**Run 1: routed metal per tile**

The die is cut into 23 by 17 equal tiles; dark blue is low, red is high, scaled to the fullest tile. Values are wire area over tile area, all layers added.
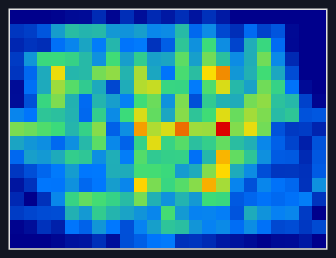
**Run 1: met4 routing**

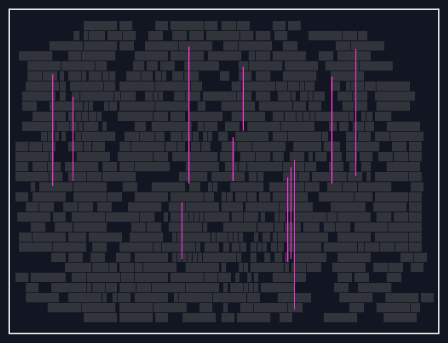
**Run 1: cell classes on the final placement**

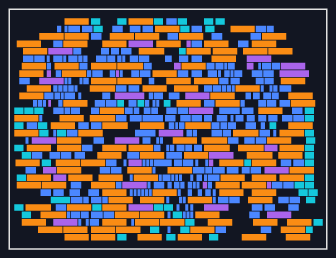
<file path="config.mk">
export PLATFORM = sky130hd
export DESIGN_NAME = oled_spi_sink
export DESIGN_NICKNAME = d
export VERILOG_FILES = /design/src/rtl/oled_spi_sink.sv
export SDC_FILE = /design/constraint.sdc
export NUM_CORES = 1
export LEC_CHECK = 0
export CAP_MARGIN = 20
export CORE_ASPECT_RATIO = 0.75
export CORE_UTILIZATION = 60
export DETAILED_ROUTE_END_ITERATION = 16
export PLACE_DENSITY = 0.82
export SLEW_MARGIN = 20
export SYNTH_ARGS = -nofsm -noshare
export SYNTH_HDL_FRONTEND = slang
export SYNTH_SLANG_ARGS = --single-unit
</file>
<file path="constraint.sdc">
create_clock -name clk -period 3.1 [get_ports clk]
set_clock_uncertainty 0.15 [all_clocks]
set_input_delay 0.31 -clock clk [delete_from_list [all_inputs] [get_ports clk]]
set_output_delay 0.31 -clock clk [all_outputs]
set_load 0.02 [all_outputs]
</file>
<file path="src/rtl/oled_spi_sink.sv">
// ST7735 SPI receive model: decodes csn/clk/mosi/dc into command pulses and windowed RAMWR pixel strobes.
// Latency: byte registered 3 clk after oled_clk high is first sampled; cmd_valid/pixel_valid one clk later.
// No backpressure: outputs are fire-and-forget pulses. Optional MADCTL mirroring with `define OLED_SINK_MADCTL_EN.
module oled_spi_sink #(
    parameter int C_x_size = 128,
    parameter int C_y_size = 160
) (
    input  logic        clk,
    input  logic        resn,
    input  logic        oled_csn,
    input  logic        oled_clk,
    input  logic        oled_mosi,
    input  logic        oled_dc,
    output logic        cmd_valid,
    output logic [7:0]  cmd,
    output logic        pixel_valid,
    output logic [6:0]  x,
    output logic [7:0]  y,
    output logic [15:0] color
);

    localparam logic [7:0] X_LAST = 8'(C_x_size - 1);
    localparam logic [7:0] Y_LAST = 8'(C_y_size - 1);
    localparam logic [8:0] X_LIM  = 9'(C_x_size);
    localparam logic [8:0] Y_LIM  = 9'(C_y_size);

    typedef enum logic [2:0] {
        S_IDLE,
        S_CASET,
        S_RASET,
        S_RAMWR,
        S_MADCTL,
        S_OTHER
    } state_t;

    // input synchronisers and byte assembly
    logic       csn_s1_q, csn_s1_d, csn_s2_q, csn_s2_d;
    logic       clk_s1_q, clk_s1_d, clk_s2_q, clk_s2_d, clk_prev_q, clk_prev_d;
    logic       mosi_s1_q, mosi_s1_d, mosi_s2_q, mosi_s2_d;
    logic       dc_s1_q, dc_s1_d, dc_s2_q, dc_s2_d;
    logic [6:0] sr_q, sr_d;
    logic [2:0] cnt_q, cnt_d;
    logic       byte_vld_q, byte_vld_d;
    logic [7:0] byte_q, byte_d;
    logic       byte_dc_q, byte_dc_d;
    logic       rise;

    // command decode and pixel stream
    state_t      state_q, state_d;
    logic [2:0]  idx_q, idx_d;
    logic [7:0]  xs_q, xs_d, xe_q, xe_d, ys_q, ys_d, ye_q, ye_d;
    logic [7:0]  cur_x_q, cur_x_d, cur_y_q, cur_y_d;
    logic        half_q, half_d;
    logic [7:0]  hi_q, hi_d;
    logic        cmd_valid_q, cmd_valid_d;
    logic [7:0]  cmd_q, cmd_d;
    logic        pixel_valid_q, pixel_valid_d;
    logic [6:0]  x_q, x_d;
    logic [7:0]  y_q, y_d;
    logic [15:0] color_q, color_d;
    logic        in_panel;
`ifdef OLED_SINK_MADCTL_EN
    logic        mx_q, mx_d, my_q, my_d;
`endif

    always_comb begin
        csn_s1_d   = oled_csn;
        csn_s2_d   = csn_s1_q;
        clk_s1_d   = oled_clk;
        clk_s2_d   = clk_s1_q;
        clk_prev_d = clk_s2_q;
        mosi_s1_d  = oled_mosi;
        mosi_s2_d  = mosi_s1_q;
        dc_s1_d    = oled_dc;
        dc_s2_d    = dc_s1_q;
        sr_d       = sr_q;
        cnt_d      = cnt_q;
        byte_vld_d = 1'b0;
        byte_d     = byte_q;
        byte_dc_d  = byte_dc_q;
        rise       = clk_s2_q & ~clk_prev_q;
        if (csn_s2_q) begin
            cnt_d = 3'd0;
        end else if (rise) begin
            sr_d  = {sr_q[5:0], mosi_s2_q};
            cnt_d = cnt_q + 3'd1;
            if (cnt_q == 3'd7) begin
                byte_vld_d = 1'b1;
                byte_d     = {sr_q, mosi_s2_q};
                byte_dc_d  = dc_s2_q;
            end
        end
    end

    always_comb begin
        state_d       = state_q;
        idx_d         = idx_q;
        xs_d          = xs_q;
        xe_d          = xe_q;
        ys_d          = ys_q;
        ye_d          = ye_q;
        cur_x_d       = cur_x_q;
        cur_y_d       = cur_y_q;
        half_d        = half_q;
        hi_d          = hi_q;
        cmd_valid_d   = 1'b0;
        cmd_d         = cmd_q;
        pixel_valid_d = 1'b0;
        x_d           = x_q;
        y_d           = y_q;
        color_d       = color_q;
        in_panel      = ({1'b0, cur_x_q} < X_LIM) && ({1'b0, cur_y_q} < Y_LIM);
`ifdef OLED_SINK_MADCTL_EN
        mx_d          = mx_q;
        my_d          = my_q;
`endif
        if (byte_vld_q && !byte_dc_q) begin
            cmd_valid_d = 1'b1;
            cmd_d       = byte_q;
            idx_d       = 3'd0;
            half_d      = 1'b0;
            case (byte_q)
                8'h2A: state_d = S_CASET;
                8'h2B: state_d = S_RASET;
                8'h2C: begin
                    state_d = S_RAMWR;
                    cur_x_d = xs_q;
                    cur_y_d = ys_q;
                end
`ifdef OLED_SINK_MADCTL_EN
                8'h36: state_d = S_MADCTL;
`endif
                default: state_d = S_OTHER;
            endcase
        end else if (byte_vld_q) begin
            if (idx_q != 3'd4) begin
                idx_d = idx_q + 3'd1;
            end
            case (state_q)
                S_CASET: begin
                    if (idx_q == 3'd1) xs_d = byte_q;
                    if (idx_q == 3'd3) xe_d = byte_q;
                end
                S_RASET: begin
                    if (idx_q == 3'd1) ys_d = byte_q;
                    if (idx_q == 3'd3) ye_d = byte_q;
                end
`ifdef OLED_SINK_MADCTL_EN
                S_MADCTL: begin
                    if (idx_q == 3'd0) begin
                        my_d = byte_q[7];
                        mx_d = byte_q[6];
                    end
                end
`endif
                S_RAMWR: begin
                    if (!half_q) begin
                        hi_d   = byte_q;
                        half_d = 1'b1;
                    end else begin
                        half_d = 1'b0;
                        // out-of-panel pixels are dropped but still consume a position
                        if (in_panel) begin
                            pixel_valid_d = 1'b1;
                            color_d       = {hi_q, byte_q};
`ifdef OLED_SINK_MADCTL_EN
                            x_d = mx_q ? 7'(X_LAST - cur_x_q) : cur_x_q[6:0];
                            y_d = my_q ? (Y_LAST - cur_y_q) : cur_y_q;
`else
                            x_d = cur_x_q[6:0];
                            y_d = cur_y_q;
`endif
                        end
                        if (cur_x_q == xe_q) begin
                            cur_x_d = xs_q;
                            cur_y_d = (cur_y_q == ye_q) ? ys_q : cur_y_q + 8'd1;
                        end else begin
                            cur_x_d = cur_x_q + 8'd1;
                        end
                    end
                end
                default: ;
            endcase
        end
    end

    always_ff @(posedge clk or negedge resn) begin
        if (!resn) begin
            csn_s1_q      <= 1'b1;
            csn_s2_q      <= 1'b1;
            clk_s1_q      <= 1'b0;
            clk_s2_q      <= 1'b0;
            clk_prev_q    <= 1'b0;
            mosi_s1_q     <= 1'b0;
            mosi_s2_q     <= 1'b0;
            dc_s1_q       <= 1'b0;
            dc_s2_q       <= 1'b0;
            sr_q          <= 7'd0;
            cnt_q         <= 3'd0;
            byte_vld_q    <= 1'b0;
            byte_q        <= 8'd0;
            byte_dc_q     <= 1'b0;
            state_q       <= S_IDLE;
            idx_q         <= 3'd0;
            xs_q          <= 8'd0;
            xe_q          <= X_LAST;
            ys_q          <= 8'd0;
            ye_q          <= Y_LAST;
            cur_x_q       <= 8'd0;
            cur_y_q       <= 8'd0;
            half_q        <= 1'b0;
            hi_q          <= 8'd0;
            cmd_valid_q   <= 1'b0;
            cmd_q         <= 8'd0;
            pixel_valid_q <= 1'b0;
            x_q           <= 7'd0;
            y_q           <= 8'd0;
            color_q       <= 16'd0;
`ifdef OLED_SINK_MADCTL_EN
            mx_q          <= 1'b0;
            my_q          <= 1'b0;
`endif
        end else begin
            csn_s1_q      <= csn_s1_d;
            csn_s2_q      <= csn_s2_d;
            clk_s1_q      <= clk_s1_d;
            clk_s2_q      <= clk_s2_d;
            clk_prev_q    <= clk_prev_d;
            mosi_s1_q     <= mosi_s1_d;
            mosi_s2_q     <= mosi_s2_d;
            dc_s1_q       <= dc_s1_d;
            dc_s2_q       <= dc_s2_d;
            sr_q          <= sr_d;
            cnt_q         <= cnt_d;
            byte_vld_q    <= byte_vld_d;
            byte_q        <= byte_d;
            byte_dc_q     <= byte_dc_d;
            state_q       <= state_d;
            idx_q         <= idx_d;
            xs_q          <= xs_d;
            xe_q          <= xe_d;
            ys_q          <= ys_d;
            ye_q          <= ye_d;
            cur_x_q       <= cur_x_d;
            cur_y_q       <= cur_y_d;
            half_q        <= half_d;
            hi_q          <= hi_d;
            cmd_valid_q   <= cmd_valid_d;
            cmd_q         <= cmd_d;
            pixel_valid_q <= pixel_valid_d;
            x_q           <= x_d;
            y_q           <= y_d;
            color_q       <= color_d;
`ifdef OLED_SINK_MADCTL_EN
            mx_q          <= mx_d;
            my_q          <= my_d;
`endif
        end
    end

    assign cmd_valid   = cmd_valid_q;
    assign cmd         = cmd_q;
    assign pixel_valid = pixel_valid_q;
    assign x           = x_q;
    assign y           = y_q;
    assign color       = color_q;

endmodule

</file>
==> out/qor.rpt, run 1 <==
=================================================================
Outcome ............................................ complete, no violations
Final Hold Violation Tally .........................            0
Maximum frequency from static timing analysis ......      371 MHz
Power Internal .....................................      3.09 mW
Layout filler cell count ...........................          601
Root Driver ........................................    clkbuf_16
Overall die height .................................      87.2 um
Area share, top type ...............................        0.509
Post-synth EDFFs ...................................            0
Resized cells post-CTS .............................            0
CTS tree ...........................................          yes
Number of clock sinks ..............................          133
Layout-stage area growth over the synthesis result .        19.7%
Tool warnings ......................................           28
Finished Core Util .................................        0.752
Vias in the first global route .....................         3889
Power density over cell area .......................   557 mW/mm2
Io pins ............................................           47
Critical path buffers and inverters ................            1
Power consumed by the clock network ................      1.97 mW
=================================================================
Notes on 'routed metal per tile' above:
The densest ninth of the die: middle. The fullest tile reaches 0.62. 8.4% of the tiles are nearly empty. The mean over all tiles is 0.19. 17% of the tiles are over half the peak.
total number of vias: 3686
aggregate routed wire length: 12.2 mm
mean routed wirelength per cell: 19.3 um
GRT Overall Usage: 0.281

Notes on 'met4 routing' above:
9 nets have wire on it. The longest straight run is 40.1 um. The layer holds 2.3% of the routed length. The layer carries 282 um of wire. The wires run mostly vertical.

Notes on 'cell classes on the final placement' above:
all other logic: in blue, cells 285, share of their area 34%. clock drivers and dummy loads: in purple, cells 32, share of their area 8.7%. flops: in orange, cells 133, share of their area 49%. other buffers and delay cells: in cyan, cells 54, share of their area 7.9%.
final standard cell area without fillers: 0.00695 mm2
sequential share of cell area: 0.482

## run 1: kinds of logic (layout without fill, tap and decap cells)
family / count (synthesis) / count (layout) / synth area share
buffers and inverters: 36 / 101 / 0.0336
XOR/XNOR: 17 / 17 / 0.0256
adder cells (fa/ha/maj): 8 / 8 / 0.0172
AND/OR/NAND/NOR: 97 / 97 / 0.0948
multiplexers: 100 / 100 / 0.191
AND-OR/OR-AND: 48 / 48 / 0.0608
flip-flops: 133 / 133 / 0.577
## run 1: routing by layer
metal / GRT usage / vias up / part of all wire
met5: 0 / - / 0
met4: 0.136 / 0 / 0.023
met1: 0.375 / 1896 / 0.46
li1: - / 1659 / -
met2: 0.421 / 106 / 0.47
met3: 0.0870 / 25 / 0.049
## run 1: layout by cell type (no fill, tap or decap), drive strengths merged, types with 3 or more instances in the layout
master | Yosys | routed
a211oi | 4 | 4
nand4 | 3 | 3
clkdlybuf4s50 | 0 | 45
and3 | 3 | 3
mux2 | 88 | 88
nor2 | 13 | 13
clkinv | 0 | 5
and4 | 3 | 3
nor4 | 5 | 5
nor3 | 4 | 4
nand3 | 7 | 7
nor3b | 3 | 3
o22ai | 4 | 4
clkbuf | 4 | 23
a21oi | 8 | 8
xor2 | 17 | 17
buf | 17 | 8
nand2 | 46 | 46
o21ai | 11 | 11
mux2i | 12 | 12
dfrtp | 118 | 118
a22o | 4 | 4
inv | 15 | 15
dfstp | 15 | 15
ha | 8 | 8
a2bb2oi | 3 | 3
## run 1: sequential cells by signal (all words and copies together) (netlist names), 3 cells and up
signal   count
byte_q       8
cmd          8
cnt_q        3
color       16
cur_x_q      8
cur_y_q      8
hi_q         8
idx_q        3
sr_q         7
state_q      3
x            7
xe_q         8
xs_q         8
y            8
ye_q         8
ys_q         8
## run 1: worst paths after layout
check                      depth (start not counted)          to      start  slack (ps)
max                                                5  cur_y_q[1]  byte_dc_q         400
min                                                1    csn_s1_q   oled_csn         140
max reg2reg                                        5  cur_y_q[1]  byte_dc_q         400
min reg2reg                                        0     dc_s2_q    dc_s1_q         200
max in group asynchronous                          3     ye_q[7]       resn        1610
min in group asynchronous                          2    color[9]       resn         320
## run 1: Yosys cell counts, drive strengths merged, types with 2 or more instances
library cell	count
a211o	2
a211oi	4
a21oi	8
a22o	4
a2bb2oi	3
and2	2
and3	3
and4	3
buf	17
clkbuf	4
dfrtp	118
dfstp	15
ha	8
inv	15
mux2	88
mux2i	12
nand2	46
nand2b	2
nand3	7
nand4	3
nor2	13
nor3	4
nor3b	3
nor4	5
o21a	2
o21ai	11
o22a	2
o22ai	4
xor2	17
## run 1: area by class of cell
| class | instances | share of cell area |
|---|---|---|
| inverters | 15 | 0.00810 |
| multi-input cells | 270 | 0.326 |
| flip-flops and latches | 133 | 0.482 |
| clock inverters | 9 | 0.0144 |
| clock buffers | 23 | 0.0702 |
| well taps | 128 | 0.0231 |
| repair buffers | 54 | 0.0767 |
## run 1: worst reg2reg max path: cells and delay by family (launching register included)
kind	cells	cell delay [ps]
buffers and inverters	1	250
DFF	1	490
AOI/OAI and AO/OA	1	620
muxes	2	680
and+or+nand+nor	1	390
--- run 2 (diff from run 1) ---
CORE_UTILIZATION = 45   (was 60)
PLACE_DENSITY = not set   (was 0.82)
PLACE_DENSITY_LB_ADDON = 0.12   (was not set)
**Run 2: clock network drawn from the DEF**

Scale bar: 50 um.
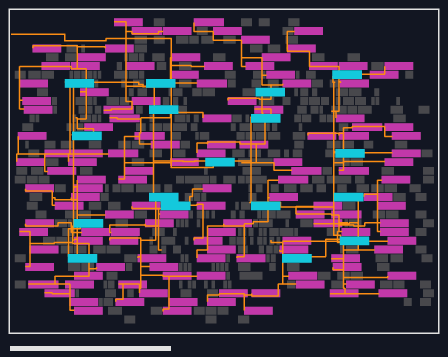
cells driving clock nets: in cyan, count 17. clock wires: in orange, length 1740 um. flip-flops: in magenta, count 133.
There are 18 routed clock nets.
clock share of power: 0.496
power consumed by the clock network: 1.87 mW
worst-skew pair later-pin latency: 410 ps

**Run 2: cell classes on the final placement**

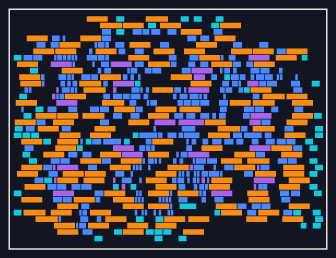
other buffers and delay cells: in cyan, cells 59, share of their area 8.4%. clock drivers and dummy loads: in purple, cells 32, share of their area 8.0%. all other logic: in blue, cells 285, share of their area 34%. flops: in orange, cells 133, share of their area 49%.
standard-cell rows: 35
sequential share of cell area: 0.479

==> run 2 against run 1 <==
Count of clock-buffer cells in the layout grew 3; utilization shrank 19 points; register-to-register slack gained 130 ps; critical path type unchanged; critical path depth grew 1; synthesized cell count is the same; largest power group unchanged; sequential share of layout area shrank 0.28 points.
==> out/qor.rpt, run 2 <==
=================================================================================
Outcome ............................................................ complete, no violations
Overall die height .................................................       100 um   +15%
Clock period minus worst slack .....................................      2560 ps
Xor/xnor share .....................................................       0.0256   unchanged
Placed wire-length estimate ........................................      7.89 mm
Kind of start point of the critical path ...........................    flip-flop
Floorplan Nets .....................................................          453
Layout filler cell count ...........................................         1064   +77%
Total number of vias ...............................................         3584   -2.8%
Most numerous logic cell after layout ..............................      dfrtp_1
Fraction of synthesis flops using an asynchronous set or reset pin .         1.00
HP Start ...........................................................     oled_csn
Flip-flop count of the largest register after layout ...............           16   unchanged
Largest net degree at the start of global routing ..................           54
Io pins ............................................................           47   unchanged
Critical register-to-register path endpoint ........................   cur_x_q[4]
Count of maximum capacitance violations ............................            0
Post-synth EDFFs ...................................................            0   unchanged
Aggregate routed wire length .......................................      12.2 mm   +0.27%
Reg2Reg Setup Slack ................................................       540 ps   +130 ps
Tool warnings ......................................................           28   unchanged
Hold Path End ......................................................     csn_s1_q
GRT Overall Usage ..................................................        0.203   -0.0779
Root Driver ........................................................    clkbuf_16
Layout-stage area growth over the synthesis result .................        20.4%
Number of clock sinks ..............................................          133   unchanged
Most common library cells after synthesis .......................... 118 x dfrtp_1, 88 x mux2_2, 46 x nand2_1
Area share, top type ...............................................        0.509   unchanged
Number of instances on the worst hold path .........................            1   unchanged
Dominant combinational cell family by area after synthesis ......... multiplexers
Area share of and-or/or-and cells after synthesis ..................       0.0608   unchanged
Worst-case reg-to-reg path depth ...................................            6   +1
Critical register-to-register path startpoint ......................    byte_dc_q
Post-synthesis adder-cell area fraction ............................       0.0172   unchanged
Most repeated cell in the gate-level netlist after synthesis .......      dfrtp_1
CTS tree ...........................................................          yes
Finished Core Util .................................................        0.562   -0.190
Maximum frequency from static timing analysis ......................      390 MHz   +5.1%
Maximum ir drop on the vdd rail ....................................     0.435 mV
Maximum root-to-sink buffer count ..................................            2
Final Hold Violation Tally .........................................            0   unchanged
Mean routed wirelength per cell ....................................      18.1 um   -6.1%
Vias in the first global route .....................................         3732   -4.0%
=================================================================================
[run 2: cell counts after synthesis]
Identical to the previous run, type by type.
[run 2: what timing repair did]
item                                   in CTS  in global routing
resized                                     0                  0
setup endpoints to repair                   0                  0
endpoints found under the hold margin      40                  0
hold buffers                                1                  0
[run 2: kinds of logic after synthesis]
logic type,count (synthesis)
AOI/OAI and AO/OA,48
muxes,100
and+or+nand+nor,97
buffers and inverters,36
adders and majority gates,8
DFF,133
xor gates and xnor gates,17
[run 2: worst max-delay path by stage]
stage	start	end	cells past startpoint
final	byte_dc_q	cur_x_q[4]	6
after global routing	byte_dc_q	cur_x_q[4]	6
after CTS	byte_dc_q	cur_x_q[4]	6
after detailed placement	byte_dc_q	cur_x_q[4]	6
after global placement	byte_dc_q	cur_x_q[5]	6
after floorplan	xe_q[6]	cur_y_q[0]	6
[run 2: area by class of cell]
type,count,area [um2],share of cell area
Clock buffer,26,489,0.0700
Clock inverter,6,55.1,0.00788
Inverter,15,56.3,0.00806
Multi-Input combinational cell,270,2260,0.324
Sequential cell,133,3350,0.479
Tap cell,166,208,0.0297
Timing Repair Buffer,59,571,0.0816
[run 2: layer usage]
metal  vias to the layer above  share of wire  GRT usage
li1                       1665              -          -
met1                      1825           0.49      0.289
met4                         0          0.018     0.0953
met3                        22          0.043     0.0409
met2                        72           0.45      0.300
met5                         -              0          0
[run 2: report_power, final]
part | switching (mW) | leakage, nW | total, mW | internal [mW]
registers | 0.0293 | 1.78 | 1.81 | 1.78
logic | 0.0477 | 1.31 | 0.0890 | 0.0414
clock network | 0.712 | 0.272 | 1.87 | 1.16
total | 0.789 | 3.36 | 3.77 | 2.99
[run 2: critical path, cell delays in order, from the launching register on]
cell and delay [ps]:
dfrtp_1 450, nand2b_1 380, inv_2 240, a21oi_2 560, buf_4 310, mux2i_1 210
o22ai_1 100
[run 2: per-stage QoR]
step                area (um2)  hold slack (ps)  power (mW)
floorplan                 5810             -136        1.87
global placement          6430              184        1.93
detailed placement        6430              191        1.93
CTS                       6990              134        3.80
global route              6990              158        3.90
finish                    6990              147        3.77
No activity file was given, so power comes from the tool's default toggle rates.
